$ cat src/rtl/alu_pkg.sv
// Shared ALU datapath definitions for the borrow-select subtractor:
// nibble width, the pipeline stage record and the nibble borrow-select helper.
package alu_pkg;

  localparam int NIBBLE_W = 4;
  localparam int SUB_W    = 32;

  // One pipeline stage record. a_hi/b_hi hold only the operand bits that
  // later stages still have to resolve, shifted down to bit 0.
  typedef struct packed {
    logic             valid;
    logic [SUB_W-1:0] diff;
    logic             borrow;
    logic             zero;
    logic [SUB_W-1:0] a_hi;
    logic [SUB_W-1:0] b_hi;
  } stage_t;

  // Result of one nibble subtraction: difference plus borrow out.
  typedef struct packed {
    logic [NIBBLE_W-1:0] d;
    logic                bout;
  } nib_res_t;

  // Pick between the borrow-in=0 and borrow-in=1 precomputed nibble results.
  function automatic nib_res_t nib_borrow_select(input nib_res_t opt0,
                                                 input nib_res_t opt1,
                                                 input logic     sel);
    return sel ? opt1 : opt0;
  endfunction

endpackage

$ cat src/rtl/borrow_select_subtractor_if.sv
// Handshake and data bundle for the borrow-select subtractor.
// The ovf signal only exists when SUB_OVF_FLAG_EN is defined.
interface borrow_select_subtractor_if
  import alu_pkg::*;
#(
  parameter int WIDTH = SUB_W
) ();

  logic             in_valid;
  logic             in_ready;
  logic [WIDTH-1:0] a;
  logic [WIDTH-1:0] b;
  logic             b_in;
  logic             out_valid;
  logic             out_ready;
  logic [WIDTH-1:0] diff;
  logic             b_out;
  logic             zero;
`ifdef SUB_OVF_FLAG_EN
  logic             ovf;
`endif

  // Producer/consumer side (drives operands, accepts results)
  modport master (
    output in_valid, a, b, b_in, out_ready,
`ifdef SUB_OVF_FLAG_EN
    input  ovf,
`endif
    input  in_ready, out_valid, diff, b_out, zero
  );

  // Subtractor side
  modport slave (
    input  in_valid, a, b, b_in, out_ready,
`ifdef SUB_OVF_FLAG_EN
    output ovf,
`endif
    output in_ready, out_valid, diff, b_out, zero
  );

endinterface

$ cat src/rtl/borrow_select_nibble.sv
// Combinational 4-bit borrow-select cell: computes a-b and a-b-1 in parallel
// and lets the incoming borrow choose the difference and borrow out.
module borrow_select_nibble
  import alu_pkg::*;
(
  input  logic [NIBBLE_W-1:0] a,
  input  logic [NIBBLE_W-1:0] b,
  input  logic                bin,
  output logic [NIBBLE_W-1:0] d,
  output logic                bout,
  output logic                z
);

  logic [NIBBLE_W:0] w_sub0;
  logic [NIBBLE_W:0] w_sub1;
  nib_res_t          w_opt0;
  nib_res_t          w_opt1;
  nib_res_t          w_sel;

  // The extra top bit of each 5-bit result is the borrow out of the nibble.
  assign w_sub0 = {1'b0, a} - {1'b0, b};
  assign w_sub1 = {1'b0, a} - {1'b0, b} - {{NIBBLE_W{1'b0}}, 1'b1};

  assign w_opt0 = '{d: w_sub0[NIBBLE_W-1:0], bout: w_sub0[NIBBLE_W]};
  assign w_opt1 = '{d: w_sub1[NIBBLE_W-1:0], bout: w_sub1[NIBBLE_W]};
  assign w_sel  = nib_borrow_select(w_opt0, w_opt1, bin);

  assign d    = w_sel.d;
  assign bout = w_sel.bout;
  assign z    = (w_sel.d == '0);

endmodule

$ cat src/rtl/borrow_select_subtractor.sv
// Pipelined borrow-select subtractor: diff = a - b - b_in with borrow and zero
// flags. Each of STAGES stages resolves WIDTH/STAGES bits through a chain of
// borrow_select_nibble cells; an output register holds the final result.
// Define SUB_OVF_FLAG_EN to add the signed-overflow flag (bus.ovf) and the
// sign-bit pipeline that feeds it.
module borrow_select_subtractor
  import alu_pkg::*;
#(
  parameter int WIDTH  = 32,
  parameter int STAGES = 2
) (
  input logic clock,
  input logic reset,
  borrow_select_subtractor_if.slave bus
);

  localparam int SLICE_W       = WIDTH / STAGES;
  localparam int NIB_PER_STAGE = SLICE_W / NIBBLE_W;

  if ((WIDTH != SUB_W) || ((WIDTH % (NIBBLE_W * STAGES)) != 0) ||
      !((STAGES == 1) || (STAGES == 2) || (STAGES == 4) || (STAGES == 8))) begin : g_badCfg
    $error("borrow_select_subtractor: unsupported WIDTH/STAGES combination");
  end

  stage_t w_in;
  stage_t w_res  [STAGES];
  stage_t r_pipe [STAGES];
  stage_t w_last;
  logic   w_advance;

  logic             r_outValid;
  logic [WIDTH-1:0] r_diff;
  logic             r_bout;
  logic             r_zero;

  // The whole pipe moves together unless a held result is being refused.
  assign w_advance = !(r_outValid && !bus.out_ready);
  assign w_last    = r_pipe[STAGES-1];

  // Package the incoming operands as an empty stage-0 source record.
  always_comb begin
    w_in        = '0;
    w_in.valid  = bus.in_valid;
    w_in.borrow = bus.b_in;
    w_in.zero   = 1'b1;
    w_in.a_hi   = bus.a;
    w_in.b_hi   = bus.b;
  end

  for (genvar k = 0; k < STAGES; k++) begin : g_stage
    stage_t                   w_src;
    stage_t                   w_stageOut;
    logic [NIB_PER_STAGE:0]   w_chain;
    logic [SLICE_W-1:0]       w_sliceDiff;
    logic [NIB_PER_STAGE-1:0] w_nibZero;

    if (k == 0) begin : g_first
      assign w_src = w_in;
    end else begin : g_next
      assign w_src = r_pipe[k-1];
    end

    assign w_chain[0] = w_src.borrow;

    for (genvar j = 0; j < NIB_PER_STAGE; j++) begin : g_nib
      borrow_select_nibble u_nib (
        .a    (w_src.a_hi[j*NIBBLE_W +: NIBBLE_W]),
        .b    (w_src.b_hi[j*NIBBLE_W +: NIBBLE_W]),
        .bin  (w_chain[j]),
        .d    (w_sliceDiff[j*NIBBLE_W +: NIBBLE_W]),
        .bout (w_chain[j+1]),
        .z    (w_nibZero[j])
      );
    end

    // Merge this stage's slice into the running result and drop the consumed operand bits.
    always_comb begin
      w_stageOut                            = w_src;
      w_stageOut.diff[k*SLICE_W +: SLICE_W] = w_sliceDiff;
      w_stageOut.borrow                     = w_chain[NIB_PER_STAGE];
      w_stageOut.zero                       = w_src.zero & (&w_nibZero);
      w_stageOut.a_hi                       = w_src.a_hi >> SLICE_W;
      w_stageOut.b_hi                       = w_src.b_hi >> SLICE_W;
    end

    assign w_res[k] = w_stageOut;
  end

  // Stage registers: flush on reset, shift forward whenever the pipe is not stalled.
  always_ff @(posedge clock) begin
    if (reset) begin
      for (int k = 0; k < STAGES; k++) begin
        r_pipe[k] <= '0;
      end
    end else if (w_advance) begin
      for (int k = 0; k < STAGES; k++) begin
        r_pipe[k] <= w_res[k];
      end
    end
  end

  // Output register: result data only updates when a valid result arrives, so it holds otherwise.
  always_ff @(posedge clock) begin
    if (reset) begin
      r_outValid <= 1'b0;
      r_diff     <= '0;
      r_bout     <= 1'b0;
      r_zero     <= 1'b0;
    end else if (w_advance) begin
      r_outValid <= w_last.valid;
      if (w_last.valid) begin
        r_diff <= w_last.diff[WIDTH-1:0];
        r_bout <= w_last.borrow;
        r_zero <= w_last.zero;
      end
    end
  end

`ifdef SUB_OVF_FLAG_EN
  logic [1:0] r_sign [STAGES];
  logic       r_ovf;
  logic       w_ovf;

  assign w_ovf = (r_sign[STAGES-1][1] != r_sign[STAGES-1][0]) &&
                 (w_last.diff[WIDTH-1] != r_sign[STAGES-1][1]);

  // Carry the operand sign bits alongside the stage registers ({a sign, b sign}).
  always_ff @(posedge clock) begin
    if (reset) begin
      for (int k = 0; k < STAGES; k++) begin
        r_sign[k] <= 2'b00;
      end
    end else if (w_advance) begin
      r_sign[0] <= {bus.a[WIDTH-1], bus.b[WIDTH-1]};
      for (int k = 1; k < STAGES; k++) begin
        r_sign[k] <= r_sign[k-1];
      end
    end
  end

  // Overflow flag follows the same capture/hold rules as the other result flags.
  always_ff @(posedge clock) begin
    if (reset) begin
      r_ovf <= 1'b0;
    end else if (w_advance && w_last.valid) begin
      r_ovf <= w_ovf;
    end
  end

  assign bus.ovf = r_ovf;
`endif

  // The last stage has shifted out all operand bits; nothing downstream reads them.
  logic w_unusedOps;
  assign w_unusedOps = ^{w_last.a_hi, w_last.b_hi};

  assign bus.in_ready  = w_advance;
  assign bus.out_valid = r_outValid;
  assign bus.diff      = r_diff;
  assign bus.b_out     = r_bout;
  assign bus.zero      = r_zero;

endmodule

$ cat src/flat_wrapper.sv
// flat-port wrapper written by rule: the top's interface ports become plain ports
module borrow_select_subtractor_flat import alu_pkg::*;
#(
  parameter int WIDTH  = 32,
  parameter int STAGES = 2
)
  (clock, reset, bus_in_valid, bus_a, bus_b, bus_b_in, bus_out_ready, bus_in_ready, bus_out_valid, bus_diff, bus_b_out, bus_zero);
  borrow_select_subtractor_if #(.WIDTH(WIDTH)) bus_i ();
  input logic clock;
  input logic reset;
  input wire logic [$bits(bus_i.in_valid)-1:0] bus_in_valid;
  input wire logic [$bits(bus_i.a)-1:0] bus_a;
  input wire logic [$bits(bus_i.b)-1:0] bus_b;
  input wire logic [$bits(bus_i.b_in)-1:0] bus_b_in;
  input wire logic [$bits(bus_i.out_ready)-1:0] bus_out_ready;
  output wire logic [$bits(bus_i.in_ready)-1:0] bus_in_ready;
  output wire logic [$bits(bus_i.out_valid)-1:0] bus_out_valid;
  output wire logic [$bits(bus_i.diff)-1:0] bus_diff;
  output wire logic [$bits(bus_i.b_out)-1:0] bus_b_out;
  output wire logic [$bits(bus_i.zero)-1:0] bus_zero;
  assign bus_i.in_valid = bus_in_valid;
  assign bus_i.a = bus_a;
  assign bus_i.b = bus_b;
  assign bus_i.b_in = bus_b_in;
  assign bus_i.out_ready = bus_out_ready;
  assign bus_in_ready = bus_i.in_ready;
  assign bus_out_valid = bus_i.out_valid;
  assign bus_diff = bus_i.diff;
  assign bus_b_out = bus_i.b_out;
  assign bus_zero = bus_i.zero;
  borrow_select_subtractor #(.WIDTH(WIDTH), .STAGES(STAGES)) u_core (.clock(clock), .reset(reset), .bus(bus_i));
endmodule
$ cat config.mk
export PLATFORM = sky130hd
export DESIGN_NAME = borrow_select_subtractor_flat
export DESIGN_NICKNAME = d
export VERILOG_FILES = /design/src/rtl/alu_pkg.sv /design/src/rtl/borrow_select_subtractor_if.sv /design/src/rtl/borrow_select_nibble.sv /design/src/rtl/borrow_select_subtractor.sv /design/src/flat_wrapper.sv
export SDC_FILE = /design/constraint.sdc
export NUM_CORES = 1
export LEC_CHECK = 0
export CAP_MARGIN = 0
export CORE_MARGIN = 5
export CORE_UTILIZATION = 35
export CTS_BUF_LIST = sky130_fd_sc_hd__clkbuf_4
export DETAILED_ROUTE_END_ITERATION = 10
export HOLD_SLACK_MARGIN = 0.02
export PLACE_DENSITY = 0.6
export RECOVER_POWER = 25
export SYNTH_ARGS = -nofsm -noshare
export SYNTH_HDL_FRONTEND = slang
export SYNTH_HIERARCHICAL = 1
export SYNTH_SLANG_ARGS = --single-unit
$ cat constraint.sdc
create_clock -name clock -period 6.7 [get_ports clock]
set_input_delay 1.005 -clock clock [delete_from_list [all_inputs] [get_ports clock]]
set_output_delay 1.005 -clock clock [all_outputs]
set_load 0.005 [all_outputs]
==> out/results.ini <==
[outcome]
status=finished with violations
violations=capacitance limit, slew limit

[job]
maxCapViolations=1

[logic_synthesis]
synth.top_cell.area_share_pct=36.90
yosys_most_used_dff=edfxtp_1
ys_cells=625
ys_chip_area_sq_um=6999
top_cells_by_count=edfxtp_1 (86), and2_1 (84), nand3_1 (51)
synthTopLogicFamily=simple AND/OR/NAND/NOR gates
syn_inst=625
synth.most_common_cell=edfxtp_1
xor_area_share_pct=4.862

[final_layout]
largest_reg_flops=86
fin_nets=841
logic_gate_count=427
sh_comb_area_pct=39.12
seq-cell-share_pct=38.62

[global_routing]
antenna_found_initial=1

[critical_path]
path_cells=clkdlybuf4s50_1 -> inv_1 -> ha_1 -> fa_1 -> xor2_1 -> nand3_1 -> o2bb2ai_1 -> a221oi_2 -> nand3_1 -> o2bb2ai_1 -> a221oi_2 -> nand3_1 -> o2bb2ai_1 -> a221oi_2 -> a21o_1 -> nand2_1 -> nor4_2 -> nand4_1 -> nor3_1
worstReg2RegStart=u_core/r_pipe[0][0]$_SDFFCE_PN0P_
crit_type=input pin to flip-flop

[timing]
drv_slew=39
tightest_slew_ns=1.785

[hold_path]
holdCritPathClass=flip-flop to flip-flop

[drt]
drc=0

[clocking]
clk_latency_ns=0.51
clock_sink_count=121

[power_and_ir_drop]
clockPowerShare_pct=28.6
netSwitchingFraction_pct=27.57

[placement]
globalplace.congestion=0.8057

## layer usage
layer	wire length [microns]	share of wire, %	track usage, %	vias up
li1	-	-	-	2401
met1	6213	44	16.03	2240
met2	7030	50	22.03	76
met3	557	4.0	3.501	17
met4	191	1.4	4.397	0
met5	0	0	0	-
## stage by stage
stage | cell area, sq um | power, uW | util, % | cells | hold slack [ns]
2_1_floorplan | 6999 | 1301 | - | 625 | 0.4599
3_3_place_gp | 8194 | 1416 | 41.83 | 970 | 0.4519
3_5_place_dp | 8194 | 1435 | 41.83 | 970 | 0.4557
4_1_cts | 8507 | 2008 | 43.42 | 1002 | 0.4712
5_1_grt | 8502 | 2102 | 43.40 | 1003 | 0.4957
6_report | 8502 | 1975 | 43.40 | 1003 | 0.4632
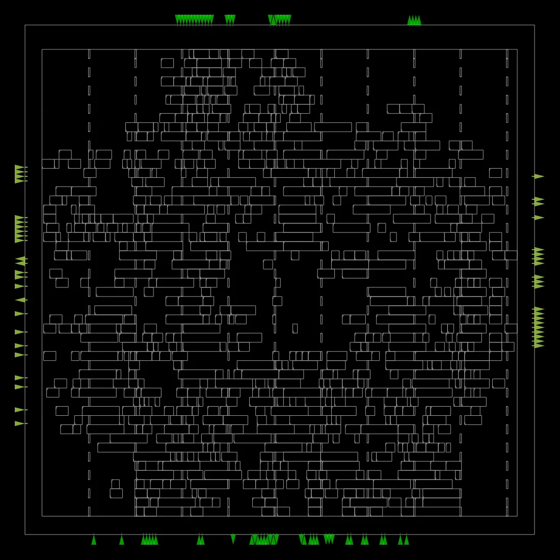
placed.png
fill count: 1878
Tap Count: 265

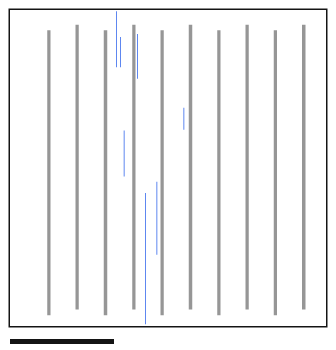
m4.png
Bar = 50 microns. Supply wires on this layer in gray.
- wire length on this layer: 191 microns
- main direction: vertical
Detailed Route WL: 13.99 mm
Vias: 4734

Power and IR drop assume default switching activity.
